### Placed standard cells, run 1

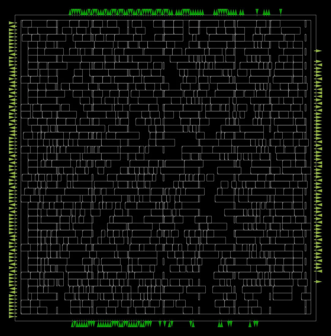
### Metal layers overlaid, run 1

(4 px per um) Only two layers are drawn.
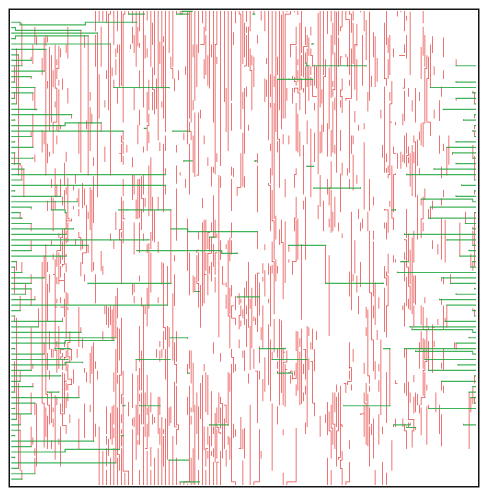
### Ports around the boundary, run 1

(4 px per um) Pins as bars across the die edge, other pins in grey.
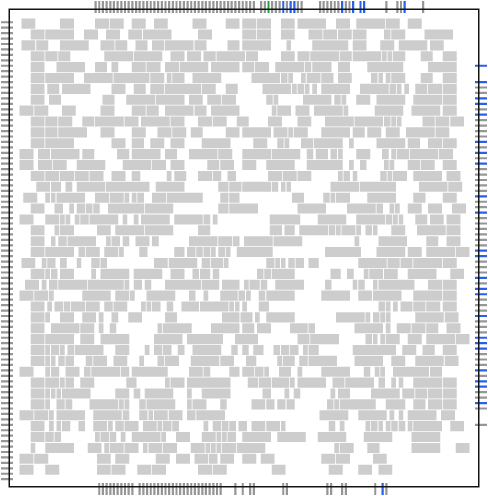
### Cells by drive strength, run 1

(4 px per um)
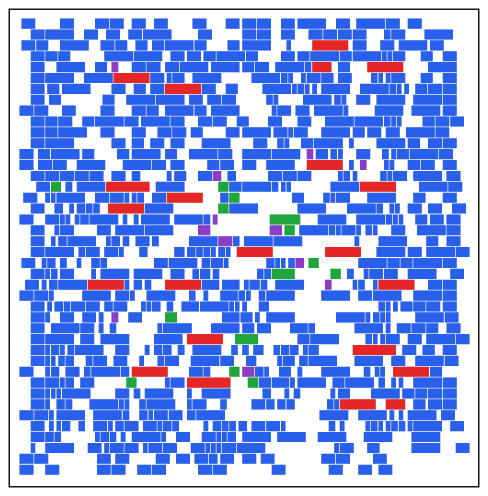
Design mem_port_arbiter, sky130hd; sources not shown.
==> impl_report.txt, run 1 <==
PHYSICAL IMPLEMENTATION REPORT
----------------------------------------------------
[Clock network]
  Bufs on Longest Clock Path ........................ 2
  Buffer type at the clock tree root ........................ clkbuf_16
  CTS H-tree depth ........................ 4

[Final layout]
  Count of inserted antenna diode cells ........................ 0

[STA]
  Setup violations, final ........................ 0
  Final hold slack ........................ 0.453 ns
  Slew headroom ........................ 23.1%
  Final Hold Vio Count ........................ 0

[Placement]
  Detail Placement HPWL ........................ 10.9 mm
  Placed standard-cell area ........................ 8040 um2

[Global routing]
  First-pass GRT wire length ........................ 24.7 mm
  Via count of the first global-routing pass ........................ 5056

[Drt]
  Total DRC errors in the routed layout ........................ 0
  Violation tally from detailed-route iteration zero ........................ 265

[Die]
  Core Area ........................ 12900 um2
  Total die size ........................ 13900 um2
  Boundary pin count ........................ 267

[Synthesis]
  Yosys cell types ........................ 39
  Synthesized registers ........................ 147
  Share of the synthesized area in the top cell type ........................ 55.3%

[Worst setup path]
  Critical path endpoint category ........................ register
  Path type of the worst setup path ........................ register to register
  Worst R2R Path Depth ........................ 6
  Crit path largest cell delay ........................ 0.88 ns
  Kind of start point of the critical path ........................ register

[Outcome]
  Outcome ........................ finished, final reports clean

----------------------------------------------------
Back to the opening pictures, 'Placed standard cells':
total number of sequential cells: 147
filler cell count in the final layout: 1040
flop share of the area: 34.1%
n_taps: 176

Back to the opening pictures, 'Metal layers overlaid':
[met2] red | wire length: 7550 um
[met3] green | wire length: 1460 um
final wirelength: 15.8 mm
overall routing resource usage: 22.6%
routed wirelength normalized by instance count: 15.7 um

Back to the opening pictures, 'Ports around the boundary':
[DRData] blue | pins: 32 | direction: output | edge: 23 right, 8 top, 1 bottom
[DGrant] green | pins: 1 | direction: output | edge: top
all pins by edge: 85 left, 73 top, 63 right, 46 bottom
Die Ht: 119 um
PortBufs: 266
horizontal die size: 117 um

Back to the opening pictures, 'Cells by drive strength':
[drive 3 to 4] green | cells: 14 | most used: buf_4
[drive 6 and up] red | cells: 22 | most used: clkbuf_16
[drive 2] purple | cells: 12 | most used: clkinv_2
[drive 1 or less] blue | cells: 779 | most used: clkdlybuf4s50_1
post-route cell area: 8630 um2
P&R area growth vs syn: 62.2%

==> run 1: cells in the mapped netlist (2+ instances only) <==
cell / instances
a21oi_1: 42
a22o_1: 65
a31oi_1: 33
and2_1: 2
and3_1: 2
buf_1: 2
buf_2: 6
buf_6: 7
buf_8: 3
clkbuf_1: 26
dfxtp_1: 147
ha_1: 7
inv_1: 8
nand2_1: 138
nand2b_1: 2
nand3b_1: 3
nand4_1: 3
nand4b_1: 2
nor2_1: 3
nor2b_1: 4
nor3_1: 5
o21ai_0: 38
==> run 1: power by group <==
part,internal (mW),total [mW],switching (mW)
Clock,1.09,1.72,0.634
Combinational,0.389,1.02,0.627
Sequential,1.70,1.76,0.0631
Total,3.18,4.50,1.32
==> run 1: final cells by class <==
| type | instances | area, um2 | share of cell area [%] |
|---|---|---|---|
| Sequential cell | 147 | 2940 | 34.1 |
| Timing Repair Buffer | 275 | 2730 | 31.6 |
| Multi-Input combinational cell | 364 | 2110 | 24.4 |
| Clock buffer | 22 | 464 | 5.38 |
| Tap cell | 176 | 220 | 2.55 |
| Clock inverter | 10 | 131 | 1.52 |
| Inverter | 9 | 33.8 | 0.391 |
==> run 1: cells by family (layout without fill, tap and decap cells) <==
| group | after synthesis | in the layout | synth area share (%) |
|---|---|---|---|
| fa+ha+maj | 7 | 7 | 1.65 |
| buf+inv | 54 | 316 | 5.64 |
| xor+xnor | 1 | 1 | 0.165 |
| compound gates | 185 | 185 | 23.2 |
| flops | 147 | 147 | 55.3 |
| simple gates | 171 | 171 | 14.1 |
==> run 1: worst max-delay path, delay by kind of cell (launching register included) <==
family | cells | cell delay (ns)
buf+inv | 1 | 0.08
compound gates | 1 | 0.09
fa+ha+maj | 1 | 0.14
flops | 1 | 0.33
simple gates | 3 | 1.64
==> run 1: layout by cell type (no fill, tap or decap), types with 5 or more instances in the layout <==
master | netlist | final
a21oi_1 | 42 | 40
a22o_1 | 65 | 65
a31oi_1 | 33 | 33
buf_4 | 1 | 9
clkbuf_16 | 0 | 17
clkdlybuf4s50_1 | 0 | 266
clkinv_2 | 0 | 5
dfxtp_1 | 147 | 147
ha_1 | 7 | 7
inv_1 | 8 | 8
nand2_1 | 138 | 138
nor3_1 | 5 | 5
o21ai_0 | 38 | 38
==> run 1: metrics by stage <==
stage               std cells  utilization, %  power [mW]  setup slack, ns
floorplan                 565               -        2.39             1.74
global placement          971            62.4        2.80             1.05
detailed placement        971            62.4        2.81             1.00
CTS                      1003            67.0        4.53             1.24
global route             1003            67.0        4.67             1.04
finish                   1003            67.0        4.50             1.25
==> run 1: metal layers <==
| metal | global-route usage [%] | part of all wire (%) |
|---|---|---|
| met5 | 0 | 0 |
| met4 | 9.26 | 2.4 |
| met3 | 9.67 | 9.3 |
| met2 | 37.0 | 48 |
| met1 | 25.7 | 40 |
### I/O nets highlighted, run 1

(2 px per um)
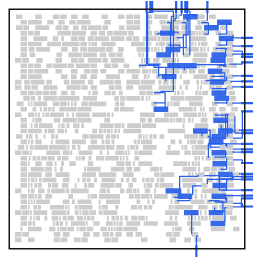

## Run 2: what changed since run 1
--- a/config.mk
+++ b/config.mk
@@ -6,9 +6,9 @@
 export NUM_CORES = 1
 export LEC_CHECK = 0
 export CAP_MARGIN = 5
-export CORE_AREA = 2 2 115 117
+export CORE_AREA = 2 2 119 121
 export DETAILED_ROUTE_END_ITERATION = 16
-export DIE_AREA = 0 0 117 119
+export DIE_AREA = 0 0 121 123
 export PLACE_DENSITY_LB_ADDON = 0.05
 export SKIP_CTS_REPAIR_TIMING = 1
 export SYNTH_ARGS = -nofsm -noshare
==> constraint.sdc (replaced) <==
create_clock -name CLK -period 2.6 [get_ports CLK]
set_input_delay 0.26 -clock CLK [delete_from_list [all_inputs] [get_ports CLK]]
set_output_delay 0.26 -clock CLK [all_outputs]
set_load 0.05 [all_outputs]
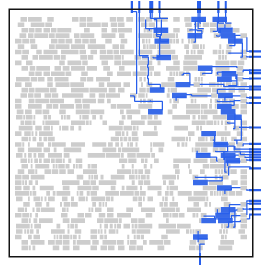
*I/O nets highlighted, run 2*
(2 px per um)
[DRData] blue | bits: 32 | direction: output | edge: 22 right, 9 top, 1 bottom | end cells: 32 | wire: 801 um
boundary pin count: 267

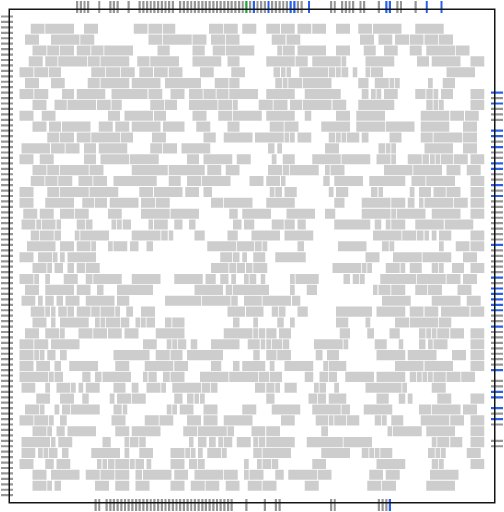
*Ports around the boundary, run 2*
(4 px per um) Pins as bars across the die edge, other pins in grey.
Die Ht: 123 um
horizontal die size: 121 um

==> impl_report.txt, run 2 <==
PHYSICAL IMPLEMENTATION REPORT
----------------------------------------------------
[Drt]
  Routed wirelength normalized by instance count ........................ 15.6 um (-1.1%)
  Violation tally from detailed-route iteration zero ........................ 244 (-7.9%)

[Synthesis]
  Logic family by area ........................ AND-OR/OR-AND gates
  Commonest cells in the synthesized netlist ........................ dfxtp_1, nand2_1, a22o_1, a21oi_1, o21ai_0
  XOR/XNOR Fraction of Synth Area ........................ 0.165% (unchanged)
  Synthesized registers ........................ 147 (unchanged)
  Simple-gate share of the synthesized area ........................ 14.1% (unchanged)
  Yosys cell types ........................ 39 (unchanged)

[Global routing]
  Overall routing resource usage ........................ 20.9% (-1.7 points)
  First-pass GRT wire length ........................ 24.7 mm (unchanged)

[Worst setup path]
  Critical path endpoint category ........................ register
  WP buf/inv ........................ 2 (+1)
  Path type of the worst setup path ........................ register to register
  Crit. path cell count ........................ 7 (+1)
  Cell family contributing the most delay on the critical path ........................ simple AND/OR/NAND/NOR gates
  Crit path largest cell delay ........................ 0.45 ns (-0.43 ns)

[Final layout]
  Most common logic cell in the routed design ........................ clkdlybuf4s50_1
  P&R area growth vs syn ........................ 62.6%
  Count of inserted antenna diode cells ........................ 0 (unchanged)
  Top library cells by usage in the layout, fill and taps aside ........................ clkdlybuf4s50_1, dfxtp_1, nand2_1

[Clock network]
  CTS H-tree depth ........................ 4 (unchanged)
  Bufs on Longest Clock Path ........................ 2 (unchanged)
  Buffer type at the clock tree root ........................ clkbuf_16

[STA]
  Crit path setup slack, layout ........................ 0.411 ns (-0.841 ns)
  Slew headroom ........................ 62.7% (+40 points)

[Outcome]
  Outcome ........................ finished, final reports clean

[Placement]
  PortBufs ........................ 266 (unchanged)

----------------------------------------------------
## run 2: cell counts after synthesis
Identical to the previous run, type by type.
## run 2: power breakdown
part	switching [mW]	internal, mW
registers	0.0900	2.42
clock network	1.02	1.34
logic	0.895	0.567
total	2.00	4.32
## run 2: per-layer routing
metal	wire (um)	track usage [%]	vias up
li1	-	-	2500
met1	6490	23.8	2322
met5	0	0	-
met2	7440	35.1	204
met4	305	7.49	0
met3	1480	9.04	26
## run 2: final cells by class
type,instances,area [um2],area share [%]
clock inverter,15,144,1.66
multi-input combinational,364,2110,24.4
sequential,147,2940,34.0
inverter,9,33.8,0.390
clock buffer,17,425,4.92
tap,180,225,2.60
timing repair buffer,278,2770,32.0
## run 2: tightest hold or removal path, cell delays in order
cell and delay [ns]:
clkdlybuf4s50_1 0.40, nand2_1 0.06, a31oi_1 0.07
## run 2: cells by family (layout without fill, tap and decap cells)
kind of cell / Yosys count / after routing
fa+ha+maj: 7 / 7
compound gates: 185 / 185
xor+xnor: 1 / 1
simple gates: 171 / 171
buf+inv: 54 / 319
flops: 147 / 147
## run 2: through the flow
| stage | hold WS, ns | area (um2) | cells | power (mW) | util [%] |
|---|---|---|---|---|---|
| floorplan | 0.382 | 5320 | 565 | 3.40 | - |
| global placement | 0.442 | 8070 | 977 | 3.99 | 59.3 |
| detailed placement | 0.447 | 8070 | 977 | 4.01 | 59.3 |
| CTS | 0.388 | 8640 | 1009 | 6.39 | 63.5 |
| global route | 0.405 | 8650 | 1010 | 6.60 | 63.6 |
| finish | 0.401 | 8650 | 1010 | 6.32 | 63.6 |
Power and IR drop assume default switching activity.
